### src/rtl/pipeline_stall_ctrl.sv
// pipeline_stall_ctrl: hazard/stall sequencer for the fetch -> decode -> readreg front end.
// Resolves memory wait, taken-branch flush and load-use hazards, driving per-stage update
// enables plus the bubble/flush controls of the readreg/decode pipeline registers.
// Optional feature macro: STALL_PERF_CNT_EN -- when defined, stall_cycles is a saturating
// count of cycles with update_fetch==0; when undefined, stall_cycles is tied to zero.
module pipeline_stall_ctrl #(
    parameter int unsigned LOAD_LAT    = 1,
    parameter int unsigned FLUSH_SLOTS = 1,
    parameter int unsigned PERF_W      = 16
) (
    input  logic              clk,
    input  logic              rst,
    input  logic [2:0]        dec_num_Rm,
    input  logic [2:0]        dec_num_Rn,
    input  logic [2:0]        dec_used_RmRnRd,
    input  logic              rr_loads,
    input  logic [2:0]        rr_num_Rd,
    input  logic              rr_used_Rd,
    input  logic              branch_taken,
    input  logic              mem_req,
    input  logic              mem_ready,
    output logic              update_fetch,
    output logic              update_decode,
    output logic              update_readreg,
    output logic              bubble_readreg,
    output logic              flush_decode,
    output logic [1:0]        ctrl_state,
    output logic [PERF_W-1:0] stall_cycles
);

    typedef enum logic [1:0] {
        RUN        = 2'd0,
        LOAD_STALL = 2'd1,
        MEM_WAIT   = 2'd2,
        FLUSH      = 2'd3
    } state_t;

    localparam bit         HAS_LOAD_STALL = (LOAD_LAT > 1);
    localparam bit         HAS_FLUSH      = (FLUSH_SLOTS > 0);
    localparam logic [3:0] LU_RELOAD      = HAS_LOAD_STALL ? 4'(LOAD_LAT - 2) : 4'd0;
    localparam logic [3:0] FL_RELOAD      = HAS_FLUSH ? 4'(FLUSH_SLOTS - 1) : 4'd0;

    state_t     state_q, state_d;
    logic [3:0] cnt_q, cnt_d;
    logic       hazard_lu;
    logic       mem_wait;

    assign hazard_lu = rr_loads & rr_used_Rd &
                       ((dec_used_RmRnRd[2] & (dec_num_Rm == rr_num_Rd)) |
                        (dec_used_RmRnRd[1] & (dec_num_Rn == rr_num_Rd)));
    assign mem_wait  = mem_req & ~mem_ready;

    assign ctrl_state = state_q;

    // State and countdown register
    always_ff @(posedge clk) begin
        if (rst) begin
            state_q <= RUN;
            cnt_q   <= '0;
        end else begin
            state_q <= state_d;
            cnt_q   <= cnt_d;
        end
    end

    // Next-state and Mealy output decode
    always_comb begin
        state_d        = state_q;
        cnt_d          = cnt_q;
        update_fetch   = 1'b1;
        update_decode  = 1'b1;
        update_readreg = 1'b1;
        bubble_readreg = 1'b0;
        flush_decode   = 1'b0;

        if (rst) begin
            bubble_readreg = 1'b1;
            flush_decode   = 1'b1;
            state_d        = RUN;
            cnt_d          = '0;
        end else if (mem_wait) begin
            // Freeze everything; a stall/flush in progress keeps its state and count,
            // otherwise park in MEM_WAIT until the access completes.
            update_fetch   = 1'b0;
            update_decode  = 1'b0;
            update_readreg = 1'b0;
            if (state_q == RUN) begin
                state_d = MEM_WAIT;
            end
        end else if (branch_taken) begin
            // Branch wins in every state; any load-use stall in progress is abandoned.
            bubble_readreg = 1'b1;
            flush_decode   = 1'b1;
            if (HAS_FLUSH) begin
                state_d = FLUSH;
                cnt_d   = FL_RELOAD;
            end else begin
                state_d = RUN;
                cnt_d   = '0;
            end
        end else begin
            case (state_q)
                RUN, MEM_WAIT: begin
                    // MEM_WAIT's completion cycle is evaluated exactly like a RUN cycle.
                    state_d = RUN;
                    if (hazard_lu) begin
                        update_fetch   = 1'b0;
                        update_decode  = 1'b0;
                        bubble_readreg = 1'b1;
                        if (HAS_LOAD_STALL) begin
                            state_d = LOAD_STALL;
                            cnt_d   = LU_RELOAD;
                        end
                    end
                end
                LOAD_STALL: begin
                    update_fetch   = 1'b0;
                    update_decode  = 1'b0;
                    bubble_readreg = 1'b1;
                    if (cnt_q == '0) begin
                        state_d = RUN;
                    end else begin
                        cnt_d = cnt_q - 4'd1;
                    end
                end
                FLUSH: begin
                    bubble_readreg = 1'b1;
                    flush_decode   = 1'b1;
                    if (cnt_q == '0) begin
                        state_d = RUN;
                    end else begin
                        cnt_d = cnt_q - 4'd1;
                    end
                end
                default: begin
                    state_d = RUN;
                    cnt_d   = '0;
                end
            endcase
        end
    end

`ifdef STALL_PERF_CNT_EN
    logic [PERF_W-1:0] stall_q;

    // Saturating count of cycles in which fetch is held
    always_ff @(posedge clk) begin
        if (rst) begin
            stall_q <= '0;
        end else if (!update_fetch && (stall_q != '1)) begin
            stall_q <= stall_q + PERF_W'(1);
        end
    end

    assign stall_cycles = stall_q;
`else
    assign stall_cycles = '0;
`endif

endmodule

### config.mk
export PLATFORM = sky130hd
export DESIGN_NAME = pipeline_stall_ctrl
export DESIGN_NICKNAME = d
export VERILOG_FILES = /design/src/rtl/pipeline_stall_ctrl.sv
export SDC_FILE = /design/constraint.sdc
export NUM_CORES = 1
export LEC_CHECK = 0
export ABC_AREA = 0
export CELL_PAD_IN_SITES_DETAIL_PLACEMENT = 1
export CELL_PAD_IN_SITES_GLOBAL_PLACEMENT = 1
export CORE_UTILIZATION = 22
export DETAILED_ROUTE_END_ITERATION = 7
export HOLD_SLACK_MARGIN = 0.08
export PLACE_DENSITY_LB_ADDON = 0.1
export SYNTH_ARGS = -nofsm -noshare
export SYNTH_HDL_FRONTEND = slang
export SYNTH_SLANG_ARGS = --single-unit
### constraint.sdc
create_clock -name clk -period 2.74 [get_ports clk]
set_input_delay 0.822 -clock clk [delete_from_list [all_inputs] [get_ports clk]]
set_output_delay 0.822 -clock clk [all_outputs]
set_load 0.01 [all_outputs]
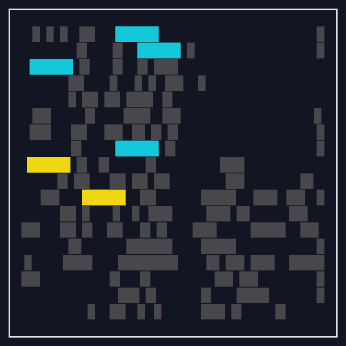
ff_map.png
Scale: 6 px per µm.
`ctrl_state`: drawn in yellow, sequential cells 2. `cnt_q`: drawn in cyan, sequential cells 4, where top centre.

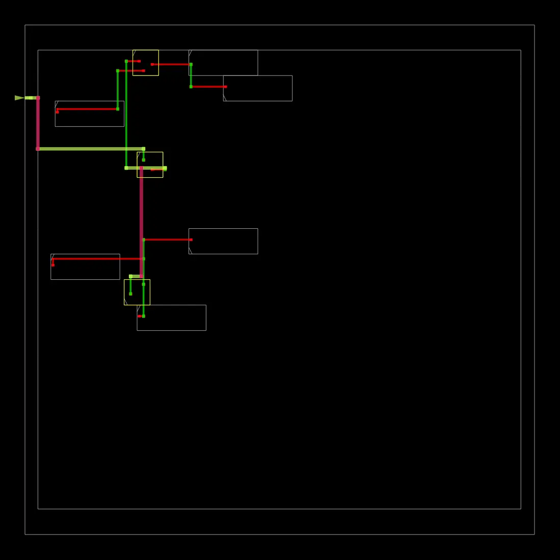
clock_nets.png
clk_buf instances: 3
number of buffers inserted during clock tree synthesis: 3

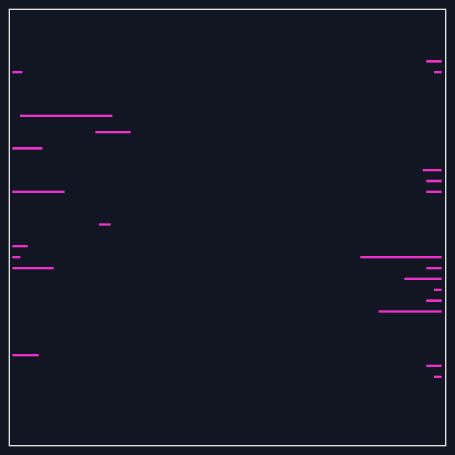
m3.png
Scale: 8 px per µm.
21 nets have wire on it. The longest straight run is 11.3 µm.

==> summary.txt <==
Flow results.

- The stat command in Yosys gives a chip area of about 600 µm².
- The via count of the first global-routing pass is roughly 570.
- In this run the top signal layer used is met4.
- The final reports fail on negative setup slack.
- The share of power burned in combinational logic is 0.353.
- Setup total negative slack on the finished layout was measured at -23.3 ps.
- The number of vias after detailed routing is 621.
- The synthesized design contains 6 register bits.
- The final report gives the core utilization as 0.360.
- The number of antenna violations at the first check in global routing came to 0.
- Per the layout area report, the sequential fraction of cell area is 0.132.
- The critical path depth in cells is 6.
- Internal power comes to 0.188 mW.
- After detailed routing, the number of vias per cell comes to between 4 and 5.
- The clock-pin slew reported for the worst setup and hold paths after clock tree synthesis is around 40 ps.
- Per the timing report, the most critical flop-to-flop path finishes at cnt_q[3]$_SDFFE_PP0P_.
- The number of buffer and inverter stages on the critical path is 2.
- The first global-routing pass estimated about 2400 µm of wire.
- The met1 usage in global routing is 0.134.
- The number of buffers inserted by post-CTS setup repair is 1.
- The die covers 2950 µm².
- The master cell of the clock root buffer is sky130_fd_sc_hd__clkbuf_4.
- The clock latency reported for the late side of the worst-skew pair is around 250 ps.
- Along the worst path, the maximum fanout reaches 2.
- The placement stage leaves a total instance area of roughly 830 µm².
- The number of non-clock inverters in the layout is 4.
- The area share of the largest cell type after synthesis is 0.212.
- The met2 layer wire length in the routed design is about 850 µm.
- The last timing report of the flow puts the setup violation total at 2.
- The largest stage delay on the critical path is 450 ps.
- The count of hold buffers inserted by post-cts repair is 0.
- Including well taps, the total number of placed cells is roughly 130.
- The distinct cell type count of the synthesized netlist is 28.
- The flow ran to the end, but the final reports show violations.
- The layout sequential cell count is 6.
- After layout, the worst setup slack is -12.4 ps.
- The setup slack after placement is -790 ps.
==> logic make-up (layout without fill, tap and decap cells) <==
group / Yosys count / after routing / share of synthesized area
XOR/XNOR: 6 / 6 / 0.0871
other: 1 / 16 / 0.00622
AND/OR/NAND/NOR: 18 / 18 / 0.174
buffers and inverters: 25 / 38 / 0.270
AND-OR/OR-AND: 22 / 22 / 0.222
flip-flops: 6 / 6 / 0.199
adder cells (fa/ha/maj): 2 / 2 / 0.0415
==> power groups by stage <==
| stage | sequential (mW) | clock [mW] | combinational (mW) |
|---|---|---|---|
| 3_3_place_gp | 0.0934 | 0 | 0.0909 |
| 5_1_grt | 0.0926 | 0.0895 | 0.104 |
| 3_5_place_dp | 0.0934 | 0 | 0.0906 |
| 6_report | 0.0923 | 0.0835 | 0.0960 |
| 4_1_cts | 0.0923 | 0.0854 | 0.0931 |
| 2_1_floorplan | 0.0938 | 0 | 0.0574 |
==> worst min-delay path by stage <==
stage | start | endpoint | slack, ps | cells past startpoint
6_report | cnt_q[0]$_SDFFE_PP0P_ | cnt_q[0]$_SDFFE_PP0P_ | 490 | 2
5_1_grt | cnt_q[0]$_SDFFE_PP0P_ | cnt_q[0]$_SDFFE_PP0P_ | 510 | 2
4_1_cts | cnt_q[0]$_SDFFE_PP0P_ | cnt_q[0]$_SDFFE_PP0P_ | 490 | 2
3_5_place_dp | cnt_q[0]$_SDFFE_PP0P_ | cnt_q[0]$_SDFFE_PP0P_ | 480 | 2
3_3_place_gp | cnt_q[0]$_SDFFE_PP0P_ | cnt_q[0]$_SDFFE_PP0P_ | 470 | 2
2_1_floorplan | cnt_q[0]$_SDFFE_PP0P_ | cnt_q[0]$_SDFFE_PP0P_ | 460 | 2
==> registers in the layout, summed over array words and instances (netlist names) <==
name	cells
cnt_q	4
ctrl_state	2
Power is estimated from default activity; no workload was simulated.
